--- config.mk ---
export PLATFORM = sky130hd
export DESIGN_NAME = bit_serial_addsub
export DESIGN_NICKNAME = d
export VERILOG_FILES = /design/src/rtl/bit_serial_addsub.sv
export SDC_FILE = /design/constraint.sdc
export NUM_CORES = 1
export LEC_CHECK = 0
export CAP_MARGIN = 20
export CORE_UTILIZATION = 50
export DETAILED_ROUTE_END_ITERATION = 7
export PLACE_DENSITY = 0.86
export SYNTH_ARGS = -nofsm -noshare
export SYNTH_HDL_FRONTEND = slang
export SYNTH_HIERARCHICAL = 1
export SYNTH_SLANG_ARGS = --single-unit
--- constraint.sdc ---
create_clock -name clk -period 1.6 [get_ports clk]
set_input_delay 0.24 -clock clk [delete_from_list [all_inputs] [get_ports clk]]
set_output_delay 0.24 -clock clk [all_outputs]
set_load 0.01 [all_outputs]
--- src/rtl/bit_serial_addsub.sv ---
// Bit-serial WIDTH-bit adder/subtractor.
// One full-adder slice is reused for every bit, LSB first. A carry flop feeds
// each bit's carry-out back into the next bit's carry-in. Operands arrive over
// a valid/ready handshake; the result and NZCV flags leave over a second one.

module full_adder (
  input  logic a_i,
  input  logic b_i,
  input  logic cin_i,
  output logic s_o,
  output logic cout_o
);
  assign s_o    = a_i ^ b_i ^ cin_i;
  assign cout_o = (a_i & b_i) | (cin_i & (a_i ^ b_i));
endmodule

module bit_serial_addsub #(
  parameter  int WIDTH = 64,
  localparam int CNT_W = $clog2(WIDTH)
) (
  input  logic             clk,
  input  logic             reset_n,
  input  logic             in_valid,
  output logic             in_ready,
  input  logic [WIDTH-1:0] a,
  input  logic [WIDTH-1:0] b,
  input  logic             sub,
  output logic             out_valid,
  input  logic             out_ready,
  output logic [WIDTH-1:0] result,
  output logic             flag_n,
  output logic             flag_z,
  output logic             flag_c,
  output logic             flag_v
);

  typedef enum logic [1:0] {IDLE, RUN, DONE} state_t;

  state_t           state_q;
  logic [WIDTH-1:0] sa_q, sb_q, result_q, result_d;
  logic [CNT_W-1:0] cnt_q;
  logic             carry_q, flag_c_q, flag_v_q, out_valid_q;
  logic             slice_sum, slice_cout;

  full_adder u_slice (
    .a_i    (sa_q[0]),
    .b_i    (sb_q[0]),
    .cin_i  (carry_q),
    .s_o    (slice_sum),
    .cout_o (slice_cout)
  );

  // The new sum bit enters at the MSB; after WIDTH shifts the result is aligned.
  assign result_d = {slice_sum, result_q[WIDTH-1:1]};

  // Handshake, bit sequencing and flag capture in one state machine.
  always_ff @(posedge clk) begin
    if (!reset_n) begin
      state_q     <= IDLE;
      sa_q        <= '0;
      sb_q        <= '0;
      result_q    <= '0;
      cnt_q       <= '0;
      carry_q     <= 1'b0;
      flag_c_q    <= 1'b0;
      flag_v_q    <= 1'b0;
      out_valid_q <= 1'b0;
    end else begin
      case (state_q)
        IDLE: begin
          if (in_valid) begin
            sa_q    <= a;
            // Subtract is A + ~B + 1; the +1 rides in on the initial carry.
            sb_q    <= sub ? ~b : b;
            carry_q <= sub;
            cnt_q   <= '0;
            state_q <= RUN;
          end
        end
        RUN: begin
          sa_q     <= sa_q >> 1;
          sb_q     <= sb_q >> 1;
          result_q <= result_d;
          carry_q  <= slice_cout;
          cnt_q    <= cnt_q + 1'b1;
          if (cnt_q == CNT_W'(WIDTH - 1)) begin
            // Carry-in and carry-out at the MSB give C and V directly.
            flag_c_q    <= slice_cout;
            flag_v_q    <= carry_q ^ slice_cout;
            out_valid_q <= 1'b1;
            state_q     <= DONE;
          end
        end
        DONE: begin
          if (out_ready) begin
            out_valid_q <= 1'b0;
            state_q     <= IDLE;
          end
        end
        default: state_q <= IDLE;
      endcase
    end
  end

  assign in_ready  = (state_q == IDLE) & reset_n;
  assign out_valid = out_valid_q;
  assign result    = result_q;
  assign flag_n    = result_q[WIDTH-1];
  // Gated by out_valid so Z reads 0 out of reset, when the result register is 0.
  assign flag_z    = out_valid_q & ~|result_q;
  assign flag_c    = flag_c_q;
  assign flag_v    = flag_v_q;

endmodule

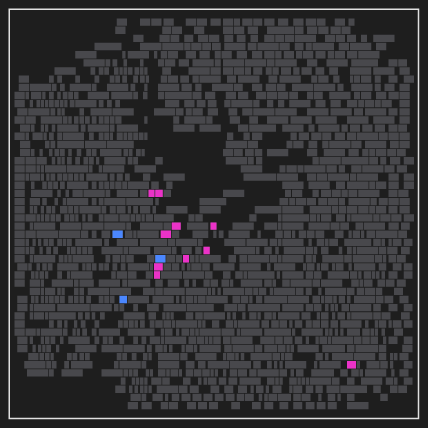
Fig. 1. Gate-type map (run 1).
(3 px per µm)
Key: blue = non-inverting ao/oa cells [cells 3]; magenta = and/or cells [cells 10, where middle]

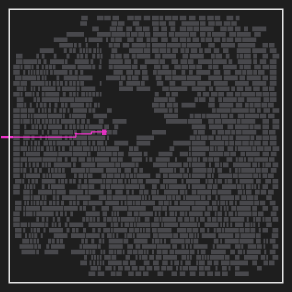
Fig. 2. Wires at chosen ports, followed through buffers (run 1).
(2 px per µm)
Key: magenta = `in_ready` [bits 1, direction output, edge left, end cells 1, buffers 1, wire 51.3 µm]
number of port buffers: 202
io pins: 203

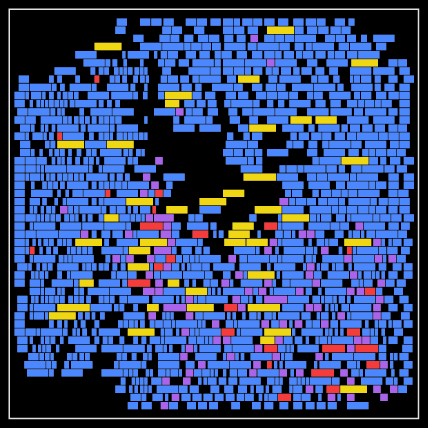
Fig. 3. Cells by drive strength (run 1).
(3 px per µm)
Key: red = x2 [cells 25, share 1.9%, most used nor4_2]; purple = x3 and x4 [cells 99, share 7.5%, most used buf_4]; yellow = x6 and larger [cells 42, share 3.2%, most used clkbuf_16]; blue = x1 and smaller [cells 1147, share 87%, most used dfxtp_1]

==> flow_summary.json, run 1 <==
{
  "use_met3_pct": 4.18,
  "clk_pin_slew_worst_paths_ns": 0.06,
  "rrSetupSlack_ns": 0.12,
  "drc_errors": 6,
  "crit_path_max_fanout": 2,
  "cp-startpoint": "result[50]$_SDFFE_PN0P_",
  "power_leader": "registers",
  "violations": "design-rule violations, negative setup slack",
  "timing_worst_setup_path_type": "reg2out",
  "synthCells": 1073,
  "status": "complete, but fails checks",
  "sh_seq_area_pct": 32.7,
  "post_cts_buffers": 1,
  "layout.cells.most_common": "dfxtp_1",
  "synthFlopType": "dfxtp_1",
  "top_usage_layer": "met2",
  "hold_path.class": "in2reg",
  "warning_count": 28,
  "worst_slack_ns": -0.506,
  "finalSetupViolCount": 1
}
--- run 2 (diff from run 1) ---
- CTS_CLUSTER_DIAMETER: unset -> 60
- RECOVER_POWER: unset -> 100
- SKIP_CTS_REPAIR_TIMING: unset -> 1
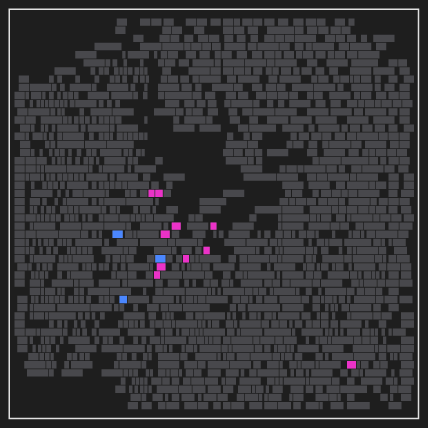
Fig. 4. Gate-type map (run 2).
(3 px per µm)
Key: magenta = and/or cells [cells 10, where middle]; blue = non-inverting ao/oa cells [cells 3]

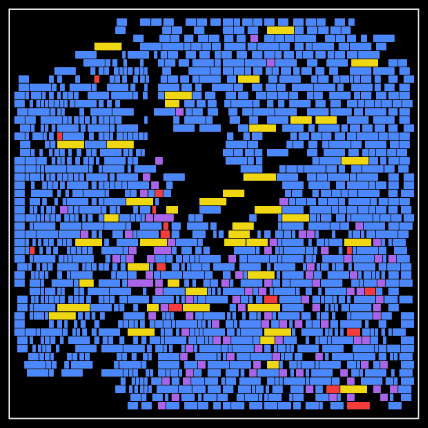
Fig. 5. Cells by drive strength (run 2).
(3 px per µm)
Key: purple = x3 and x4 [cells 95, share 7.2%, most used buf_4]; yellow = x6 and larger [cells 42, share 3.2%, most used clkbuf_16]; red = x2 [cells 15, share 1.1%, most used nor4_2]; blue = x1 and smaller [cells 1161, share 88%, most used dfxtp_1]

==> run 2 against run 1 <==
  * The flow still finishes with violations (design-rule violations, negative setup slack)
  * Hold slack better by 0.0025 ns
  * Critical path depth is 2 higher
  * Sequential share of layout area is 0.25 points lower
  * Synthesized cell count stayed put
  * Clock-buffer cell count stayed put
  * Clock power hardly changed
  * Via count is 0.15% lower
  * Utilization is 0.52 points higher
  * Critical endpoint unchanged
  * Largest cell class unchanged
  * Largest power group unchanged
  * Highest routed layer unchanged
==> flow_summary.json, run 2 <==
{
  "nFillCells": 1259,
  "top_cell": "dfxtp_1",
  "sh_seq_area_pct": 32.5,
  "cts_buffers": 21,
  "warning_count": 27,
  "cp-startpoint": "result[30]$_SDFFE_PN0P_",
  "power_leader": "registers",
  "top_usage_layer": "met2",
  "timing_worst_setup_path_type": "reg2out",
  "pin_count": 203,
  "grt_max_degree": 69,
  "synthCells": 1073,
  "hold_path.class": "in2reg",
  "final-nonclk-buf-share_pct": 23.8,
  "tap_cells": 225,
  "crit_path_max_fanout": 2,
  "rsz0062_at_grt": "yes",
  "violations": "design-rule violations, negative setup slack",
  "pg_seq_w": 0.00550,
  "hold_violations": 0,
  "drc_errors": 9,
  "ir_drop_mv": 0.687,
  "top_layer": "met5",
  "first_pass_iters": 8,
  "whs_path_depth": 3,
  "top_area_share_pct": 45.5,
  "clock_latency_ns": 0.49,
  "syn_nets": 1208,
  "vias": 8665,
  "min_period_ns": 2.09,
  "rrSetupSlack_ns": -0.05,
  "synthFlopType": "dfxtp_1",
  "cts_tree": "yes",
  "layout.cells.most_common": "dfxtp_1",
  "row_count": 48,
  "utilization_pct": 72.3,
  "synthTopCellsByCount": "dfxtp_1, nand2_1, o21ai_0, nor2b_1, a21oi_1",
  "portBuffers": 202,
  "use_met1_pct": 33.1,
  "use_met3_pct": 4.18,
  "multi_input_comb_cells": 766,
  "status": "complete, but fails checks",
  "fp_util_pct": 51.5,
  "intPower_w": 0.00925,
  "worst_slack_ns": -0.489,
  "finalSetupViolCount": 10,
  "die_x_um": 136,
  "clk_pin_slew_worst_paths_ns": 0.06
}
No activity file was given, so power comes from the tool's default toggle rates.
